**src/rtl/writeback_stage.sv**
```systemverilog
// Writeback stage: MEM/WB register, load extraction, retire counter.
// Optional MEM-stage forward bus enabled by defining WB_FWD_EN.
module writeback_stage (
  input  logic        clk,
  input  logic        rst_n,
  input  logic        stall,
  input  logic        flush,
  input  logic        m_valid,
  input  logic        m_reg_write,
  input  logic [4:0]  m_rd,
  input  logic [1:0]  m_wb_sel,
  input  logic [2:0]  m_funct3,
  input  logic [1:0]  m_addr_lo,
  input  logic [31:0] m_alu_result,
  input  logic [31:0] m_mem_rdata,
  input  logic [31:0] m_pc_plus4,
  output logic        en,
  output logic [4:0]  rd,
  output logic [31:0] register_file_data,
  output logic [63:0] instret,
  output logic        fwd_valid,
  output logic [4:0]  fwd_rd,
  output logic [31:0] fwd_data
);

  typedef struct packed {
    logic        valid;
    logic        reg_write;
    logic [4:0]  rd;
    logic [31:0] data;
  } wb_t;

  wb_t         stage_q, stage_d;
  logic [63:0] instret_q, instret_d;

  logic [7:0]  byte_sel;
  logic [15:0] half_sel;
  logic [31:0] load_data;
  logic [31:0] next_data;

  always_comb begin
    byte_sel = 8'h00;
    unique case (m_addr_lo)
      2'd0: byte_sel = m_mem_rdata[7:0];
      2'd1: byte_sel = m_mem_rdata[15:8];
      2'd2: byte_sel = m_mem_rdata[23:16];
      2'd3: byte_sel = m_mem_rdata[31:24];
      default: byte_sel = 8'h00;
    endcase
    half_sel = m_addr_lo[1] ? m_mem_rdata[31:16]
                            : m_mem_rdata[15:0];
  end

  // Undefined funct3 encodings return zero rather than garbage.
  always_comb begin
    load_data = 32'h0;
    case (m_funct3)
      3'b000: load_data = {{24{byte_sel[7]}}, byte_sel};
      3'b001: load_data = {{16{half_sel[15]}}, half_sel};
      3'b010: load_data = m_mem_rdata;
      3'b100: load_data = {24'h0, byte_sel};
      3'b101: load_data = {16'h0, half_sel};
      default: load_data = 32'h0;
    endcase
  end

  always_comb begin
    next_data = 32'h0;
    unique case (1'b1)
      (m_wb_sel == 2'b00): next_data = m_alu_result;
      (m_wb_sel == 2'b01): next_data = load_data;
      (m_wb_sel == 2'b10): next_data = m_pc_plus4;
      (m_wb_sel == 2'b11): next_data = 32'h0;
      default:             next_data = 32'h0;
    endcase
  end

  always_comb begin
    stage_d = stage_q;
    if (flush) begin
      stage_d.valid = 1'b0;
    end else if (!stall) begin
      stage_d.valid     = m_valid;
      stage_d.reg_write = m_reg_write;
      stage_d.rd        = m_rd;
      stage_d.data      = next_data;
    end
  end

  always_comb begin
    instret_d = instret_q;
    if (m_valid && !stall && !flush)
      instret_d = instret_q + 64'd1;
  end

  always_ff @(posedge clk or negedge rst_n) begin
    if (!rst_n) begin
      stage_q   <= '0;
      instret_q <= 64'h0;
    end else begin
      stage_q   <= stage_d;
      instret_q <= instret_d;
    end
  end

  // x0 is hardwired, so a write to it is suppressed here.
  assign en = stage_q.valid & stage_q.reg_write
            & (stage_q.rd != 5'd0);
  assign rd                 = stage_q.rd;
  assign register_file_data = stage_q.data;
  assign instret            = instret_q;

`ifdef WB_FWD_EN
  assign fwd_valid = m_valid & m_reg_write
                   & (m_rd != 5'd0) & ~flush;
  assign fwd_rd    = m_rd;
  assign fwd_data  = next_data;
`else
  assign fwd_valid = 1'b0;
  assign fwd_rd    = 5'd0;
  assign fwd_data  = 32'h0;
`endif

endmodule

```
**config.mk**
```make
export PLATFORM = sky130hd
export DESIGN_NAME = writeback_stage
export DESIGN_NICKNAME = d
export VERILOG_FILES = /design/src/rtl/writeback_stage.sv
export SDC_FILE = /design/constraint.sdc
export NUM_CORES = 1
export LEC_CHECK = 0
export ABC_AREA = 0
export CAP_MARGIN = 10
export CORE_ASPECT_RATIO = 1.5
export CORE_UTILIZATION = 43
export CTS_CLUSTER_SIZE = 14
export DETAILED_ROUTE_END_ITERATION = 7
export PLACE_DENSITY = 0.82
export REMOVE_ABC_BUFFERS = 1
export SLEW_MARGIN = 20
export SYNTH_ARGS = -nofsm -noshare
export SYNTH_HDL_FRONTEND = slang
export SYNTH_SLANG_ARGS = --single-unit
export TNS_END_PERCENT = 30
```
**constraint.sdc**
```tcl
create_clock -name clk -period 2.5 [get_ports clk]
set_input_delay 0.25 -clock clk [delete_from_list [all_inputs] [get_ports clk]]
set_output_delay 0.25 -clock clk [all_outputs]
set_load 0.01 [all_outputs]
```
==> impl_metrics.yaml <==
# synthesis and place-and-route metrics
run_status:
  run_status: "complete, no violations"
power:
  power.ir.vdd_worst_v: 0.0003494
clock_network:
  htree_levels: 3
  cts_post_setup_buffers_inserted: 0
  cts_buffers: 9
  clock_tree.root_cell: "sky130_fd_sc_hd__clkbuf_16"
placement:
  routabilityCongestion: 0.9159
critical_path:
  cpMaxStageDelayCell: "sky130_fd_sc_hd__nor4_1"
  critical-path-top-delay-family: "simple AND/OR/NAND/NOR gates"
  path_max_fanout: 7
  worstRegToRegCells: 5
  worst_setup_path_endpoint: "instret[62]"
  cp.required_ns: 2.76
  critical_path.reg2reg.endpoint: "instret[62]"
  crit_chain: "nand4_1 > nor4_1 > nand4_1 > nor4_1 > xor2_1"
  worstPathBufferInverterCount: 0
sta:
  setup-tns-final_ns: 0
  final_min_period_over_clock_period_pct: 90.79
  setup_violations: 0
  tightestPinTransition_ns: 0.8935
finish:
  final_common_cell: "sky130_fd_sc_hd__clkdlybuf4s50_1"
  drive_above_1_share_pct: 9.339
  final_cell_area_sq_um: 8217
  finalNetCount: 881
  final_cell_mix: "213 x sky130_fd_sc_hd__clkdlybuf4s50_1, 103 x sky130_fd_sc_hd__dfrtp_1, 80 x sky130_fd_sc_hd__nand2_1"
  finalNonFillerCells: 933
yosys:
  yosys_warnings: 0
  synth_async_sr_flop_share_pct: 100.0
  postSynthAreaPerCell_sq_um: 10.21
  netlist-cell-type-count: 48
  synth_top_flop_cell: "sky130_fd_sc_hd__dfrtp_1"
  yosys_cell_count: 576
die:
  die_height_um: 145.3
  die_width_um: 97.51
  top_level_ports: 254
  design.core.area_sq_um: 13400
global_routing:
  grt_pass1_wl_um: 29770
  globalRouteMet1Util_pct: 31.37
  use_met2_pct: 46.89
min_path:
  hold_path_class: "in2reg"
  worstHoldStart: "m_rd[0]"
detailed_routing:
  met3RoutedLength_um: 2106
  ant_nets: 0
  drtIter0Drc: 257
  dr_wl_met2_um: 9574
job:
  stage_log_warnings: 25
-- report_power, final --
part           switching [W]  internal [W]  leakage, nW
sequential          0.000116       0.00178         1.38
combinational       0.000399      0.000525         2.05
clock               0.000647      0.000789        0.148
-- through the flow --
step | setup WS [ns] | hold WS, ns | util [%] | power, W
finish | 0.2302 | 0.4472 | 61.31 | 0.004260
floorplan | 0.2913 | -0.04559 | - | 0.002229
global placement | 0.1680 | 0.3339 | 58.95 | 0.002826
global route | 0.01909 | 0.4375 | 61.31 | 0.004434
detailed placement | 0.08619 | 0.3397 | 58.95 | 0.002850
CTS | 0.2084 | 0.4394 | 61.31 | 0.004290
-- sequential cells by signal, indices dropped and copies added (netlist names) --
name	flops
rd	5
register_file_data	32
instret	64
stage_q	2
-- synth_stat cells (all sizes together), types with 10 or more instances --
cell	count	share of area, %
mux2i	24	4.1
clkbuf	15	0.96
o221ai	15	2.2
buf	83	10
mux2	11	2.1
nand4	23	2.4
nand3	26	2.2
dfrtp	103	44
a222oi	10	1.7
nand2	80	5.1
a221oi	15	2.2
xnor2	45	6.7
xor2	18	2.7
nor2	32	2.0
-- cell type report --
class | instances | area (sq um)
clock inverters | 7 | 80.08
multi-input cells | 405 | 2758
repair buffers | 240 | 2347
flip-flops and latches | 103 | 2577
fillers | 1109 | 5186
inverters | 7 | 26.28
well taps | 162 | 202.7
clock buffers | 9 | 225.2
-- cells by family after synthesis --
family | count (synthesis) | share of synthesized area, %
other | 1 | 0.06374
multiplexers | 43 | 9.251
flip-flops | 103 | 43.81
XOR/XNOR | 63 | 9.379
buffers and inverters | 105 | 11.68
AND-OR/OR-AND | 52 | 7.699
adder cells (fa/ha/maj) | 1 | 0.2126
AND/OR/NAND/NOR | 208 | 17.91
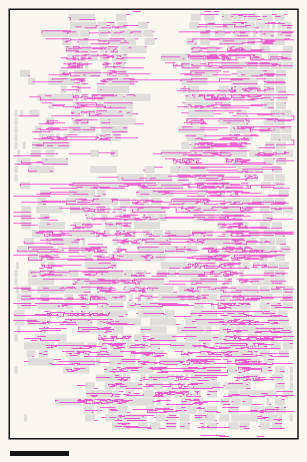
Figure 1: M1 wires.
The bar under the picture is 20 um long. Cells faint in the background.
nets with wire on the layer: 740
share of all routed wire: 36%
wire length on this layer: 6880 um

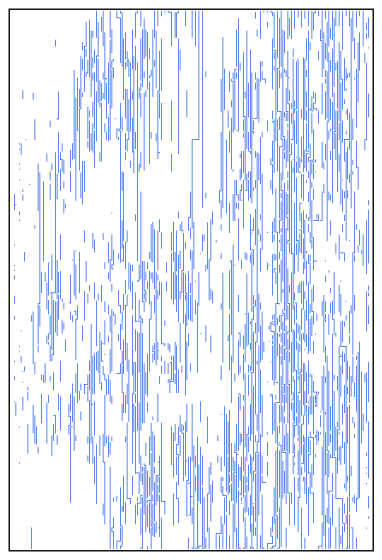
Figure 2: metal 2.
main direction: vertical
share of all routed wire: 50%
wire length on this layer: 9570 um
nets with wire on the layer: 811

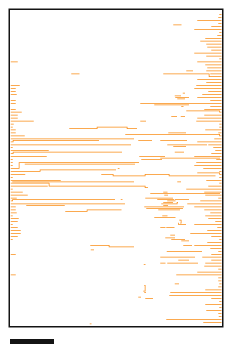
Figure 3: met3 routing.
The bar under the picture is 20 um long.
nets with wire on the layer: 195
main direction: horizontal
longest straight run: 56.4 um
wire length on this layer: 2110 um
GR met3 Demand/Resource: 9.489%
count of vias placed by the detailed router: 5214
Detailed Route WL: 18960 um

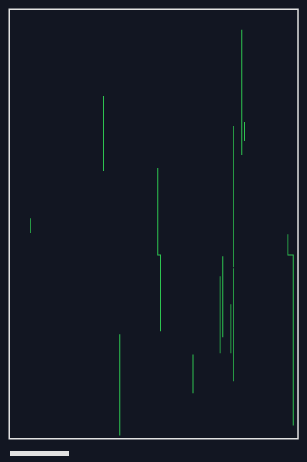
Figure 4: met4 routing.
The bar under the picture is 20 um long.
wire length on this layer: 403 um
main direction: vertical
share of all routed wire: 2.1%
nets with wire on the layer: 12

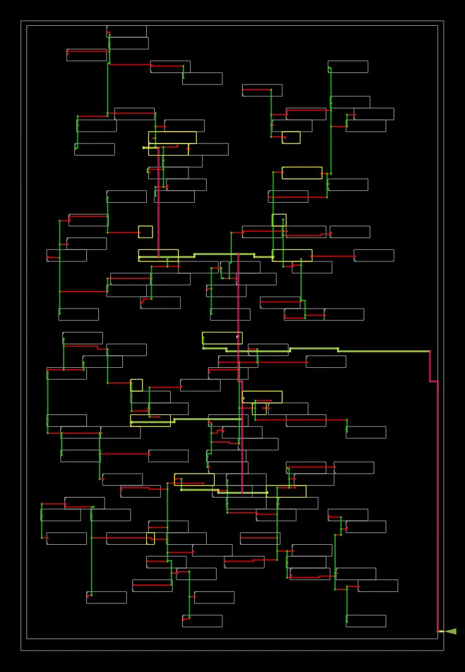
Figure 5: clock nets.
power attributed to the clock group: 0.00144 W
clock buffers: 9
clk_lat worst skew: 0.34 ns
Clock Sinks: 103

Power figures rest on the tool's default switching activity, not on a simulated workload.
